### config.mk
export PLATFORM = sky130hd
export DESIGN_NAME = serial_adder_seq
export DESIGN_NICKNAME = d
export VERILOG_FILES = /design/src/rtl/serial_adder_seq.sv
export SDC_FILE = /design/constraint.sdc
export NUM_CORES = 1
export LEC_CHECK = 0
export ABC_AREA = 1
export CORE_AREA = 2 2 62 64
export DETAILED_ROUTE_END_ITERATION = 10
export DIE_AREA = 0 0 64 66
export PLACE_DENSITY_LB_ADDON = 0.2
export SKIP_LAST_GASP = 1
export SYNTH_ARGS = -nofsm -noshare
export SYNTH_HDL_FRONTEND = slang
export SYNTH_SLANG_ARGS = --single-unit
### constraint.sdc
create_clock -name clk -period 1.6 [get_ports clk]
set_input_delay 0.4 -clock clk [delete_from_list [all_inputs] [get_ports clk]]
set_output_delay 0.4 -clock clk [all_outputs]
set_load 0.01 [all_outputs]
### src/rtl/serial_adder_seq.sv
`default_nettype none
// ============================================================================
// Module   : serial_adder_seq
// Purpose  : Bit-serial WIDTH-bit adder/subtractor built on one full-adder
//            cell. Operands are latched on an accepted start. One bit is
//            resolved per clock, LSB first. Sum, carry-out and signed
//            overflow are registered and held until the next completion.
// Ports    : clk        - rising-edge clock
//            rst        - synchronous active-high reset
//            start_i    - request an operation (honoured only when not busy)
//            a_i, b_i   - WIDTH-bit operands, sampled with start_i
//            cin_i      - carry-in (add mode only), sampled with start_i
//            sub_i      - 0: a+b+cin, 1: a-b, sampled with start_i
//            busy_o     - operation in progress
//            done_o     - one-cycle pulse when results update
//            sum_o      - WIDTH-bit result
//            carry_o    - carry-out of MSB (sub mode: 1 = no borrow)
//            overflow_o - two's-complement overflow of the result
// Revision : 1.0 - initial release
// ============================================================================
module serial_adder_seq #(
  parameter int WIDTH = 8
) (
  input  logic             clk,
  input  logic             rst,
  input  logic             start_i,
  input  logic [WIDTH-1:0] a_i,
  input  logic [WIDTH-1:0] b_i,
  input  logic             cin_i,
  input  logic             sub_i,
  output logic             busy_o,
  output logic             done_o,
  output logic [WIDTH-1:0] sum_o,
  output logic             carry_o,
  output logic             overflow_o
);

  localparam int                 C_CNT_W    = (WIDTH > 1) ? $clog2(WIDTH) : 1;
  localparam logic [C_CNT_W-1:0] C_CNT_LAST = C_CNT_W'(WIDTH - 1);
  localparam logic [C_CNT_W-1:0] C_CNT_ONE  = C_CNT_W'(1);

  localparam logic [1:0] C_IDLE = 2'd0;
  localparam logic [1:0] C_RUN  = 2'd1;
  localparam logic [1:0] C_DONE = 2'd2;

  logic [1:0]         state_q, state_d;
  logic [WIDTH-1:0]   a_q, a_d;
  logic [WIDTH-1:0]   b_q, b_d;
  logic               c_q, c_d;
  logic [C_CNT_W-1:0] cnt_q, cnt_d;
  logic [WIDTH-1:0]   res_q, res_d;
  logic [WIDTH-1:0]   sum_q, sum_d;
  logic               carry_q, carry_d;
  logic               ovf_q, ovf_d;

  // The single full-adder cell working on the LSBs of the shift registers.
  logic w_s;
  logic w_cout;
  logic [WIDTH-1:0] w_res_next;

  assign w_s        = a_q[0] ^ b_q[0] ^ c_q;
  assign w_cout     = (a_q[0] & b_q[0]) | (a_q[0] & c_q) | (b_q[0] & c_q);
  // New bit enters at the MSB so that after WIDTH shifts bit 0 sits at the LSB.
  assign w_res_next = {w_s, res_q[WIDTH-1:1]};

  always_comb begin
    state_d = state_q;
    a_d     = a_q;
    b_d     = b_q;
    c_d     = c_q;
    cnt_d   = cnt_q;
    res_d   = res_q;
    sum_d   = sum_q;
    carry_d = carry_q;
    ovf_d   = ovf_q;

    case (state_q)
      C_IDLE, C_DONE: begin
        if (start_i) begin
          a_d     = a_i;
          // Subtraction as a + ~b + 1: invert B and force the initial carry.
          b_d     = sub_i ? ~b_i : b_i;
          c_d     = sub_i ? 1'b1 : cin_i;
          cnt_d   = '0;
          state_d = C_RUN;
        end else begin
          state_d = C_IDLE;
        end
      end

      C_RUN: begin
        a_d   = a_q >> 1;
        b_d   = b_q >> 1;
        c_d   = w_cout;
        cnt_d = cnt_q + C_CNT_ONE;
        res_d = w_res_next;
        if (cnt_q == C_CNT_LAST) begin
          sum_d   = w_res_next;
          carry_d = w_cout;
          // Carry into the MSB differs from carry out of it on signed overflow.
          ovf_d   = c_q ^ w_cout;
          state_d = C_DONE;
        end
      end

      default: state_d = C_IDLE;
    endcase
  end

  always_ff @(posedge clk) begin
    if (rst) begin
      state_q <= C_IDLE;
      a_q     <= '0;
      b_q     <= '0;
      c_q     <= 1'b0;
      cnt_q   <= '0;
      res_q   <= '0;
      sum_q   <= '0;
      carry_q <= 1'b0;
      ovf_q   <= 1'b0;
    end else begin
      state_q <= state_d;
      a_q     <= a_d;
      b_q     <= b_d;
      c_q     <= c_d;
      cnt_q   <= cnt_d;
      res_q   <= res_d;
      sum_q   <= sum_d;
      carry_q <= carry_d;
      ovf_q   <= ovf_d;
    end
  end

  assign busy_o     = (state_q == C_RUN);
  assign done_o     = (state_q == C_DONE);
  assign sum_o      = sum_q;
  assign carry_o    = carry_q;
  assign overflow_o = ovf_q;

endmodule
`default_nettype wire
Fig. 1: I/O nets highlighted
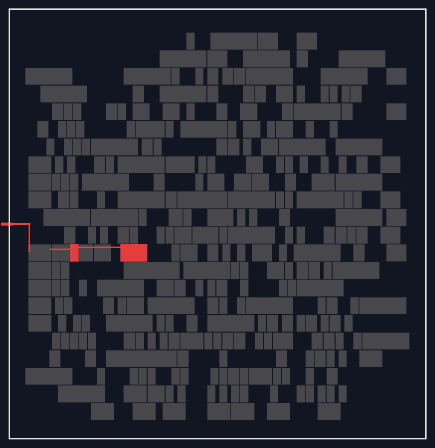
legend:
  start_i:
    colour: red
    direction: input
    end_cells: 2
    wire: 19.4 µm
Buffers on Ports: 32
IO Count: 33

Fig. 2: M2 wires
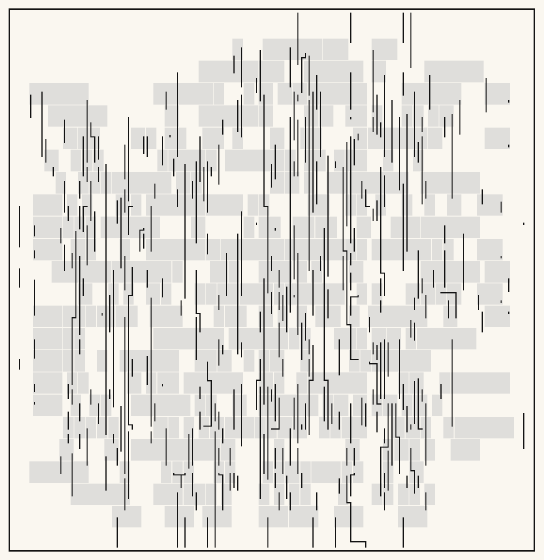
longest straight run: 33.0 µm
share of all routed wire: 43%
nets with wire on the layer: 234
main direction: vertical

Fig. 3: met3 routing
Scale bar: 20 µm.
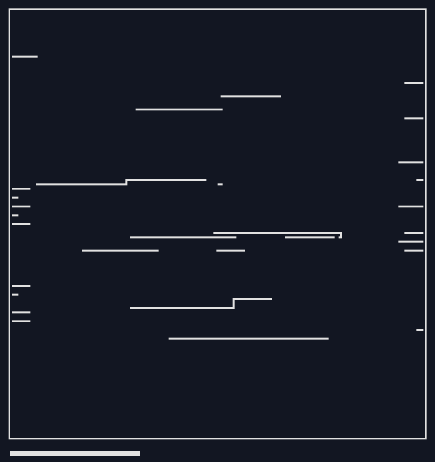
share of all routed wire: 5.9%
main direction: horizontal
wire length on this layer: 200 µm
final WL: 3360 µm
M3 GR Usage: 5.62%
vias post-DR: 1585

Fig. 4: placed cells, one colour a class
Fill, decap, tap and diode cells in grey.
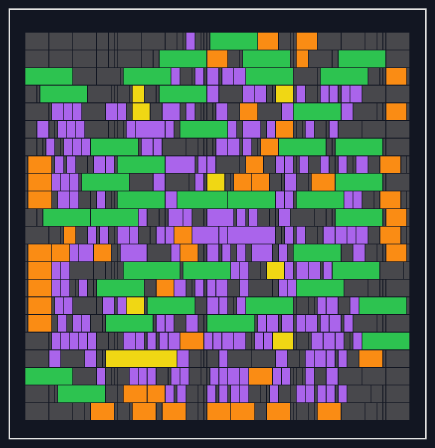
legend:
  other buffers and delay cells:
    colour: orange
    cells: 44
  all other logic:
    colour: purple
    cells: 201
  flip-flops:
    colour: green
    cells: 39
  clock drivers and dummy loads:
    colour: yellow
    cells: 8
row count: 22
fin util: 62.3%
total core area: 3550 µm²
Layout Cell Area excl Fill: 2210 µm²
sequential share of cell area: 35.5%

==> job_summary.md <==
## Implementation flow summary

| Metric | Value |
|---|---|
| Diode count | 0 |
| Worst setup startpoint | state_q[0]$_SDFFE_PP0P_ |
| Max Cap Viol | 0 |
| Hold WS | around 470 ps |
| Vias in the first global route | around 1400 |
| Max Used Layer | met4 |
| Total congestion overflow | 0 |
| Crit. path cell count | 3 |
| Hold Vio Cnt, Final | 0 |
| Cell Chain, Critical Path | inv_2 > nor2_4 > clkbuf_2 |
| Largest net degree at the start of global routing | 27 |
| Comb area share | between 30% and 40% |
| Metal1 wirelength | approximately 1700 µm |
| Mapped Cells | ~250 |
| Worst-case vdd ir drop | about 580 µV |
| Critical Path Slowest Stage Cell | dfxtp_4 |
| Fraction of registers with async set/reset | 0% |
| Area after DPL | between 2000 and 2500 µm² |
| Top Consumer | sequential cells |
| Synth Area in Adders | under 10% |
| Syn avg cell area | 6.93 µm² |
| Pwr Density | about 910 nW/µm² |
| Switching power | roughly 0.00052 W |
| Buffers & Inverters on Critical Path | 2 |
| Reg2reg setup slack | 230 ps |
| Worst R2R Start | cnt_q[0]$_SDFFE_PP0P_ |
| Register area | just under 800 µm² |
| Hold Path Class | flop to flop |
| Part of the power in combinational logic | roughly 15% |
| Period utilisation layout | roughly 90% |
| Synth cell count leaders | 74 x nand2_1, 39 x dfxtp_1, 31 x inv_1, 28 x nor2_1, 24 x nand3_1 |
| AND-OR/OR-AND share of the synthesized area | roughly a tenth |
| Chip area in the Yosys report | approximately 1700 µm² |
| Post-Place Setup Slack | approximately 30 ps |
| Status | complete, no violations |
| Met1 usage | a little under a quarter |
| Top cells excl fill/tap | 74 x nand2_1, 37 x dfxtp_1, 31 x inv_1 |
| Synth top area share | a little under half |
| Post-synthesis register bit count | 39 |
| DIE AREA | about 4200 µm² |
| XORs/XNORs by Area | 0.505% |
| Floorplan Nets | 274 |
| Die x size | about 64 µm |
| DRT Pass-1 Iters | 4 |
| Non-clk bufs | about 44 |
| Yosys cell count | about 250 |
| Die height | between 60 and 70 µm |
| Buffer depth of the longest clock path | 2 |
| Max Clk Rate | around 700 MHz |
| Antenna violations before repair | 0 |
| Worst Path Class, Setup | flop to output pin |
| CP top delay family | flip-flops |
| Setup Skew | roughly 12 ps |
| Pwr Total | about 0.002 W |
| Nets | approximately 320 |
| Least-Margin Pin Slew | ~250 ps |
| Fin Setup TNS | 0 ps |
| Reg2Reg Depth | 7 |
| Clk Latency, worst-skew pair | 350 ps |
| Pins over their slew limit | 0 |
No activity file was given, so power comes from the tool's default toggle rates.
